[config.mk]
export PLATFORM = sky130hd
export DESIGN_NAME = alu_seq_ctrl_flat
export DESIGN_NICKNAME = d
export VERILOG_FILES = /design/src/rtl/alu_seq_ctrl_if.sv /design/src/rtl/alu_seq_ctrl.sv /design/src/flat_wrapper.sv
export SDC_FILE = /design/constraint.sdc
export NUM_CORES = 1
export LEC_CHECK = 0
export ABC_AREA = 1
export CAP_MARGIN = 20
export CORE_UTILIZATION = 45
export CTS_CLUSTER_SIZE = 25
export DETAILED_ROUTE_END_ITERATION = 6
export PLACE_DENSITY = 0.72
export SLEW_MARGIN = 20
export SYNTH_ARGS = -nofsm -noshare
export SYNTH_HDL_FRONTEND = slang
export SYNTH_SLANG_ARGS = --single-unit
[constraint.sdc]
create_clock -name clk -period 3.6 [get_ports clk]
set_input_delay 0.72 -clock clk [delete_from_list [all_inputs] [get_ports clk]]
set_output_delay 0.72 -clock clk [all_outputs]
set_load 0.03 [all_outputs]
[src/rtl/alu_seq_ctrl_if.sv]
// ----------------------------------------------------------------------------
// alu_seq_ctrl_if
// Bus bundle between the ALU micro-sequencer and its environment.
// It carries the instruction handshake and the connection to the ALU.
//
//   Instruction side: cmd_valid, cmd_ready, cmd_ld, cmd_op, cmd_rd, cmd_rs1,
//                     cmd_rs2, cmd_imm
//   ALU side:         alu_en, alu_op, alu_src1, alu_src2 (sequencer -> ALU)
//                     alu_dst, alu_zero                  (ALU -> sequencer)
//
// Modports:
//   slave  - the sequencer: takes instructions and drives the ALU.
//   master - the environment: issues instructions and hosts the ALU.
// ----------------------------------------------------------------------------
interface alu_seq_ctrl_if #(
    parameter int DW  = 8,
    parameter int RAW = 2
);
    logic           cmd_valid;
    logic           cmd_ready;
    logic           cmd_ld;
    logic [2:0]     cmd_op;
    logic [RAW-1:0] cmd_rd;
    logic [RAW-1:0] cmd_rs1;
    logic [RAW-1:0] cmd_rs2;
    logic [DW-1:0]  cmd_imm;

    logic           alu_en;
    logic [2:0]     alu_op;
    logic [DW-1:0]  alu_src1;
    logic [DW-1:0]  alu_src2;
    logic [DW-1:0]  alu_dst;
    logic           alu_zero;

    modport slave (
        input  cmd_valid, cmd_ld, cmd_op, cmd_rd, cmd_rs1, cmd_rs2, cmd_imm,
        output cmd_ready,
        output alu_en, alu_op, alu_src1, alu_src2,
        input  alu_dst, alu_zero
    );

    modport master (
        output cmd_valid, cmd_ld, cmd_op, cmd_rd, cmd_rs1, cmd_rs2, cmd_imm,
        input  cmd_ready,
        input  alu_en, alu_op, alu_src1, alu_src2,
        output alu_dst, alu_zero
    );
endinterface

[src/rtl/alu_seq_ctrl.sv]
// ----------------------------------------------------------------------------
// alu_seq_ctrl
// Micro-sequencer for the 8-bit combinational ALU. It holds a small register
// file and accepts one instruction per valid/ready handshake.
//   Load:  IDLE -> WB             (R[rd] <= imm)
//   ALU op: IDLE -> ISSUE -> WB   (R[rd] <= ALU(R[rs1], R[rs2]))
//
// Ports:
//   clk        clock, rising edge
//   rst_n      asynchronous reset, active-low
//   bus        alu_seq_ctrl_if.slave (instruction handshake + ALU connection)
//   done       one-cycle pulse during the write-back cycle
//   zero_flag  zero result of the last completed ALU instruction (loads
//              leave it untouched)
//   dbg_addr   debug read address
//   dbg_data   combinational read of R[dbg_addr]
//   instr_cnt  16-bit count of completed write-backs, wraps (only present
//              when ALU_SEQ_CNT_EN is defined)
//
// Build option: define ALU_SEQ_CNT_EN to add the instr_cnt output.
// ----------------------------------------------------------------------------
module alu_seq_ctrl #(
    parameter int DW  = 8,
    parameter int RAW = 2
) (
    input  logic            clk,
    input  logic            rst_n,
    alu_seq_ctrl_if.slave   bus,
    output logic            done,
    output logic            zero_flag,
    input  logic [RAW-1:0]  dbg_addr,
    output logic [DW-1:0]   dbg_data
`ifdef ALU_SEQ_CNT_EN
    ,
    output logic [15:0]     instr_cnt
`endif
);
    localparam int NREG = 2**RAW;

    localparam logic [1:0] IDLE  = 2'd0;
    localparam logic [1:0] ISSUE = 2'd1;
    localparam logic [1:0] WB    = 2'd2;

    logic [1:0]     state_reg;
    logic           ld_reg;
    logic [2:0]     op_reg;
    logic [RAW-1:0] rd_reg;
    logic [RAW-1:0] rs1_reg;
    logic [RAW-1:0] rs2_reg;
    logic [DW-1:0]  result_reg;
    logic           alu_zero_reg;
    logic           zero_flag_reg;

    logic [DW-1:0]  regs_reg [NREG];
    logic [NREG-1:0] wr_en;

    logic accept;
    logic in_issue;
    logic in_wb;

    // cmd_ready comes from state alone, so accept does not feed back into it.
    assign accept   = (state_reg == IDLE) && bus.cmd_valid;
    assign in_issue = (state_reg == ISSUE);
    assign in_wb    = (state_reg == WB);

    // ------------------------------------------------------------------
    // Control FSM and instruction / result latches
    // ------------------------------------------------------------------
    always_ff @(posedge clk or negedge rst_n) begin
        if (!rst_n) begin
            state_reg    <= IDLE;
            ld_reg       <= 1'b0;
            op_reg       <= '0;
            rd_reg       <= '0;
            rs1_reg      <= '0;
            rs2_reg      <= '0;
            result_reg   <= '0;
            alu_zero_reg <= 1'b0;
        end else begin
            case (state_reg)
                IDLE: begin
                    if (accept) begin
                        ld_reg  <= bus.cmd_ld;
                        op_reg  <= bus.cmd_op;
                        rd_reg  <= bus.cmd_rd;
                        rs1_reg <= bus.cmd_rs1;
                        rs2_reg <= bus.cmd_rs2;
                        if (bus.cmd_ld) begin
                            // A load skips the ALU; the immediate is the result.
                            result_reg <= bus.cmd_imm;
                            state_reg  <= WB;
                        end else begin
                            state_reg  <= ISSUE;
                        end
                    end
                end
                ISSUE: begin
                    result_reg   <= bus.alu_dst;
                    alu_zero_reg <= bus.alu_zero;
                    state_reg    <= WB;
                end
                WB: begin
                    state_reg <= IDLE;
                end
                default: begin
                    state_reg <= IDLE;
                end
            endcase
        end
    end

    // Sticky zero flag: only ALU instructions update it.
    always_ff @(posedge clk or negedge rst_n) begin
        if (!rst_n) begin
            zero_flag_reg <= 1'b0;
        end else if (in_wb && !ld_reg) begin
            zero_flag_reg <= alu_zero_reg;
        end
    end

    // ------------------------------------------------------------------
    // Register file: one write enable per entry, decoded from rd in WB
    // ------------------------------------------------------------------
    generate
        for (genvar gi = 0; gi < NREG; gi++) begin : g_wr_en
            assign wr_en[gi] = in_wb && (rd_reg == RAW'(gi));
        end
    endgenerate

    always_ff @(posedge clk or negedge rst_n) begin
        if (!rst_n) begin
            for (int i = 0; i < NREG; i++) begin
                regs_reg[i] <= '0;
            end
        end else begin
            for (int i = 0; i < NREG; i++) begin
                if (wr_en[i]) begin
                    regs_reg[i] <= result_reg;
                end
            end
        end
    end

`ifdef ALU_SEQ_CNT_EN
    logic [15:0] instr_cnt_reg;

    // Counts completed write-backs; natural 16-bit wrap.
    always_ff @(posedge clk or negedge rst_n) begin
        if (!rst_n) begin
            instr_cnt_reg <= '0;
        end else if (in_wb) begin
            instr_cnt_reg <= instr_cnt_reg + 16'd1;
        end
    end

    assign instr_cnt = instr_cnt_reg;
`endif

    // ------------------------------------------------------------------
    // Outputs. The ALU drive is gated by the registered state, so the ALU
    // sees zeros outside ISSUE. Operands are read in ISSUE, after any
    // earlier write-back has landed, so there are no hazards to resolve.
    // ------------------------------------------------------------------
    assign bus.cmd_ready = (state_reg == IDLE);
    assign bus.alu_en    = in_issue;
    assign bus.alu_op    = in_issue ? op_reg            : 3'd0;
    assign bus.alu_src1  = in_issue ? regs_reg[rs1_reg] : '0;
    assign bus.alu_src2  = in_issue ? regs_reg[rs2_reg] : '0;

    assign done      = in_wb;
    assign zero_flag = zero_flag_reg;
    assign dbg_data  = regs_reg[dbg_addr];

endmodule

[src/flat_wrapper.sv]
// flat-port wrapper written by rule: the top's interface ports become plain ports
module alu_seq_ctrl_flat 
#(
    parameter int DW  = 8,
    parameter int RAW = 2
)
  (clk, rst_n, done, zero_flag, dbg_addr, dbg_data, bus_cmd_valid, bus_cmd_ld, bus_cmd_op, bus_cmd_rd, bus_cmd_rs1, bus_cmd_rs2, bus_cmd_imm, bus_cmd_ready, bus_alu_en, bus_alu_op, bus_alu_src1, bus_alu_src2, bus_alu_dst, bus_alu_zero);
  alu_seq_ctrl_if #(.DW(DW), .RAW(RAW)) bus_i ();
  input  logic clk;
  input  logic rst_n;
  output logic done;
  output logic zero_flag;
  input  logic [RAW-1:0] dbg_addr;
  output logic [DW-1:0] dbg_data;
  input wire logic [$bits(bus_i.cmd_valid)-1:0] bus_cmd_valid;
  input wire logic [$bits(bus_i.cmd_ld)-1:0] bus_cmd_ld;
  input wire logic [$bits(bus_i.cmd_op)-1:0] bus_cmd_op;
  input wire logic [$bits(bus_i.cmd_rd)-1:0] bus_cmd_rd;
  input wire logic [$bits(bus_i.cmd_rs1)-1:0] bus_cmd_rs1;
  input wire logic [$bits(bus_i.cmd_rs2)-1:0] bus_cmd_rs2;
  input wire logic [$bits(bus_i.cmd_imm)-1:0] bus_cmd_imm;
  output wire logic [$bits(bus_i.cmd_ready)-1:0] bus_cmd_ready;
  output wire logic [$bits(bus_i.alu_en)-1:0] bus_alu_en;
  output wire logic [$bits(bus_i.alu_op)-1:0] bus_alu_op;
  output wire logic [$bits(bus_i.alu_src1)-1:0] bus_alu_src1;
  output wire logic [$bits(bus_i.alu_src2)-1:0] bus_alu_src2;
  input wire logic [$bits(bus_i.alu_dst)-1:0] bus_alu_dst;
  input wire logic [$bits(bus_i.alu_zero)-1:0] bus_alu_zero;
  assign bus_i.cmd_valid = bus_cmd_valid;
  assign bus_i.cmd_ld = bus_cmd_ld;
  assign bus_i.cmd_op = bus_cmd_op;
  assign bus_i.cmd_rd = bus_cmd_rd;
  assign bus_i.cmd_rs1 = bus_cmd_rs1;
  assign bus_i.cmd_rs2 = bus_cmd_rs2;
  assign bus_i.cmd_imm = bus_cmd_imm;
  assign bus_cmd_ready = bus_i.cmd_ready;
  assign bus_alu_en = bus_i.alu_en;
  assign bus_alu_op = bus_i.alu_op;
  assign bus_alu_src1 = bus_i.alu_src1;
  assign bus_alu_src2 = bus_i.alu_src2;
  assign bus_i.alu_dst = bus_alu_dst;
  assign bus_i.alu_zero = bus_alu_zero;
  alu_seq_ctrl #(.DW(DW), .RAW(RAW)) u_core (.clk(clk), .rst_n(rst_n), .bus(bus_i), .done(done), .zero_flag(zero_flag), .dbg_addr(dbg_addr), .dbg_data(dbg_data));
endmodule
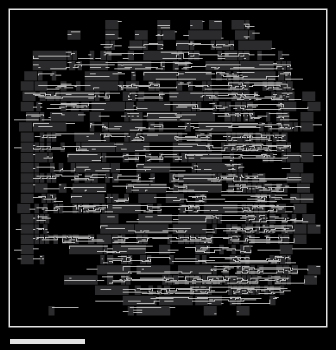
Fig. 1. The metal 1 layer (run 1).
Bar = 20 um. Cells faint in the background.
share of all routed wire: 48%
nets with wire on the layer: 451
main direction: horizontal
wire length on this layer: 3320 um
longest straight run: 23.9 um
GRT met1 Usage: 28.9%
routed wire length: 6920 um
total vias in the final route: 2842

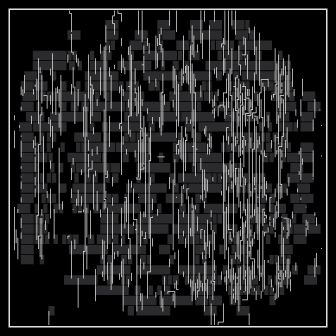
Fig. 2. Signal wires on met2 (run 1).
Cells faint in the background.
longest straight run: 41.8 um
main direction: vertical
share of all routed wire: 45%
nets with wire on the layer: 370
wire length on this layer: 3080 um

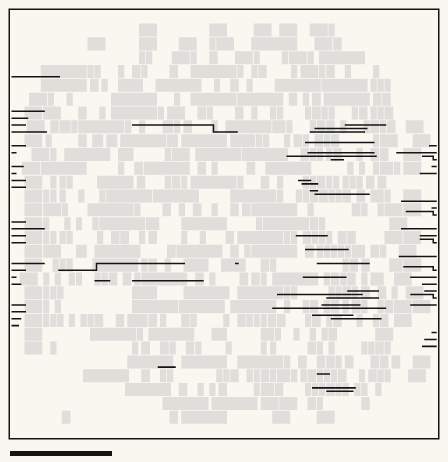
Fig. 3. M3 wires (run 1).
Bar = 20 um. Cells faint in the background.
wire length on this layer: 442 um
longest straight run: 22.1 um
share of all routed wire: 6.4%
main direction: horizontal
nets with wire on the layer: 63

run 1: logic make-up (layout without fill, tap and decap cells):
| family | Yosys count | count (layout) | share of synthesized area, % |
|---|---|---|---|
| buf+inv | 73 | 123 | 10.4 |
| flops | 54 | 54 | 44.5 |
| compound gates | 81 | 81 | 14.0 |
| simple gates | 226 | 226 | 31.1 |
run 1: Yosys cell counts, drive strengths merged:
cell    number
a21oi       33
buf         18
clkbuf       4
clkinv       2
dfrtp       54
inv         49
nand2      165
nand3       45
nor2        16
o211ai       8
o21ai       40
run 1: power groups by stage:
stage	clock network, mW	logic, mW	registers (mW)
final	0.355	0.973	1.03
after detailed placement	0	0.972	1.03
after floorplan	0	0.737	0.952
after global routing	0.393	1.10	1.05
after CTS	0.366	0.977	1.02
after global placement	0	0.944	1.02
run 1: stage by stage:
step	cells	setup WS [ns]
after floorplan	434	1.43
after global placement	553	0.385
after detailed placement	553	0.368
after CTS	561	0.363
after global routing	561	0.216
final	561	0.347
run 1: metal layers:
layer / GRT usage, % / part of all wire [%] / vias up
met5: 0 / 0 / -
met4: 5.96 / 1.1 / 0
met1: 28.9 / 48 / 1254
met2: 33.5 / 45 / 109
li1: - / - / 1473
met3: 3.05 / 6.4 / 6
run 1: final timing paths:
check	from	to	cells after the start
worst max-delay path	dbg_addr[1]	dbg_data[7]	5
worst min-delay path	rst_n	u_core.rd_reg[0]	1
worst max register to register	u_core.state_reg[0]	u_core.result_reg[3]	6
worst min register to register	u_core.zero_flag	u_core.zero_flag	2
max in group asynchronous	rst_n	u_core.regs_reg[7]	2
min in group clk	u_core.zero_flag	u_core.zero_flag	2
==> out/results.ini, run 1 <==
[worst_setup_path]
arrival_ns = 2.53
critPathMostFrequentCell = clkdlybuf4s50_1
endpoint_kind = output port

[status]
failed_checks = design-rule violations
status = complete, but fails checks

[layout]
comb_area_um2 = 1370
largest_reg_flops = 32

[drt]
drc = 10

[cts]
cts_buffers = 5
holdBufCountCts = 0

[synthesis]
fp_nets = 466
ys_chip_area_um2 = 3040
synth_cells = 434
synth_top_area_share_pct = 44.5

[pwr]
swShare_pct = 42.7
comb_power_share_pct = 41.3
peakVddDrop_mv = 0.328
p_per_area_nw_per_um2 = 629

[run]
warning_count = 26

[floorplanning]
rows = 29
nWellTaps = 77

[timing]
max_freq_ghz = 0.307
fin_crit_sh_pct = 90.4

[global_routing]
grt_pass1_vias = 2575
grt_antenna_before_repair = 0

Fig. 4: run 1, sequential cells grouped by signal name
Other sequential cells in the stronger grey, the rest of the logic in the fainter grey.
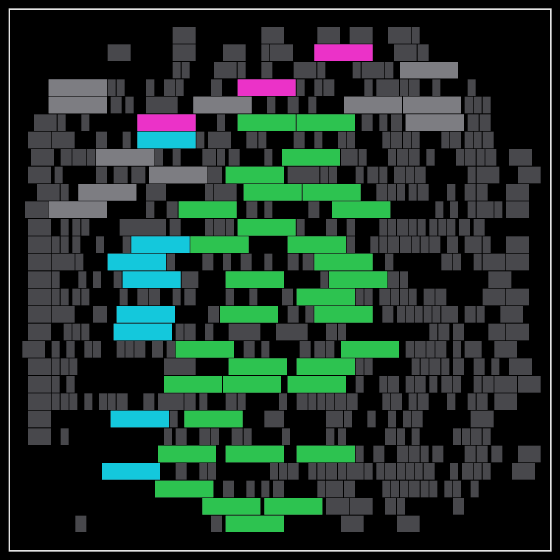

==> run 2, diff against run 1 <==
Settings changed: CORE_MARGIN from default to 2, RECOVER_POWER from default to 25.
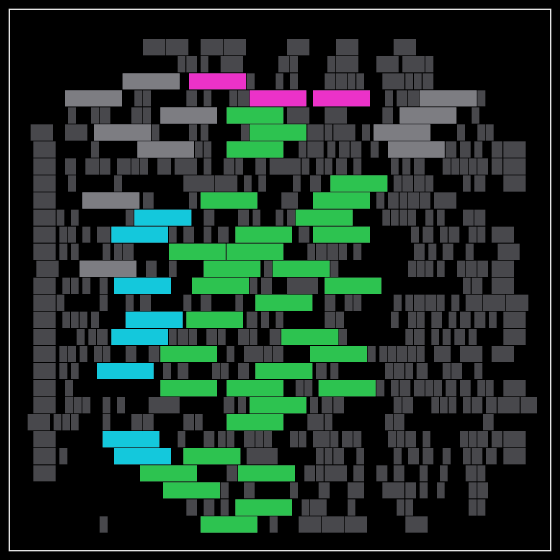
Fig. 5. Sequential cells grouped by signal name (run 2).
Other sequential cells in the stronger grey, the rest of the logic in the fainter grey.
legend:
  green:
    netlist_name: u_core.regs_reg
    flops: 32
  cyan:
    netlist_name: u_core.result_reg
    flops: 8
  magenta:
    netlist_name: u_core.op_reg
    flops: 3
not coloured: 11

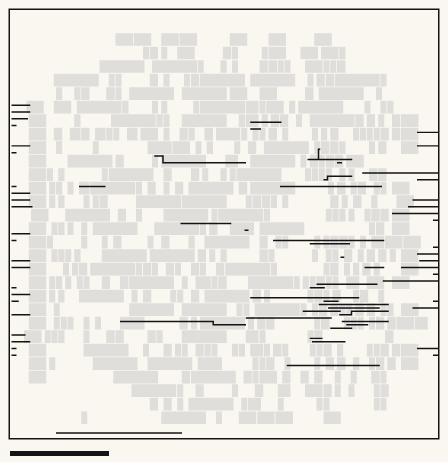
Fig. 6. M3 wires (run 2).
Bar = 20 um. Cells faint in the background.
main direction: horizontal
nets with wire on the layer: 62
routed wire length: 7340 um
met3 Resource Use GR: 3.52%
total vias in the final route: 2927

==> out/results.ini, run 2 <==
[timing]
max_freq_ghz = 0.299
finalMaxSlewViolations = 44
setup_ws_ns = 0.251

[worst_setup_path]
endpoint_kind = output port

[global_routing]
gr-usage-met2_pct = 31.9
grt_use_met1_pct = 30.3
grt_pass1_vias = 2669

[status]
status = complete, but fails checks
failed_checks = max-capacitance violations, max-slew violations

[run]
maxCapViolCount = 1

[hold_path]
min_to = u_core.zero_flag
min_path_cells = 2

[pwr]
p_per_area_nw_per_um2 = 629

[synthesis]
synth.top_cells.by_count = nand2_1 (160), dfrtp_1 (54), inv_1 (45)
ys_async_sr_fraction_pct = 100
ys_chip_area_um2 = 3040
edf_count = 0

[layout]
stdcell_count = 561
largest_reg_flops = 32

[drt]
top_layer_used = met4
m1WireLength_um = 3550

run 2: metrics by stage:
stage | hold slack [ns] | utilization [%]
after CTS | 0.489 | 57.7
after global placement | 0.464 | 56.4
after global routing | 0.511 | 57.4
after detailed placement | 0.465 | 56.4
final | 0.482 | 57.4
after floorplan | 0.424 | -
run 2: layout make-up:
class                      instances  share of cell area [%]
tap                               77                    2.60
sequential                        54                    36.5
clock buffer                       6                    1.96
multi-input combinational        307                    36.4
inverter                          51                    5.17
clock inverter                     2                   0.371
timing repair buffer              64                    17.0
run 2: cell families (layout without fill, tap and decap cells):
| kind of cell | after synthesis | count (layout) | synth area share (%) |
|---|---|---|---|
| AND-OR/OR-AND | 81 | 81 | 14.0 |
| flip-flops | 54 | 54 | 44.5 |
| buffers and inverters | 73 | 123 | 10.4 |
| AND/OR/NAND/NOR | 226 | 226 | 31.1 |
run 2: how the worst max path moves through the flow:
stage / end / depth (start not counted) / startpoint
3_5_place_dp: dbg_data[4] / 5 / dbg_addr[1]
2_1_floorplan: dbg_data[7] / 4 / dbg_addr[1]
4_1_cts: dbg_data[4] / 5 / dbg_addr[1]
3_3_place_gp: dbg_data[4] / 4 / dbg_addr[1]
6_report: dbg_data[4] / 5 / dbg_addr[1]
5_1_grt: dbg_data[4] / 5 / dbg_addr[1]
run 2: power groups by stage:
stage | Clock, mW | Combinational [mW] | Sequential, mW
6_report | 0.326 | 0.981 | 1.02
5_1_grt | 0.363 | 1.12 | 1.05
4_1_cts | 0.338 | 0.995 | 1.02
3_5_place_dp | 0 | 0.990 | 1.03
3_3_place_gp | 0 | 0.958 | 1.02
2_1_floorplan | 0 | 0.737 | 0.952
run 2: critical path: stages:
cell	delay, ns
clkdlybuf4s50_1	0.73
a21oi_1	0.28
o21ai_0	0.13
nand2_1	0.08
clkdlybuf4s50_1	0.68
Power is estimated from default activity; no workload was simulated.
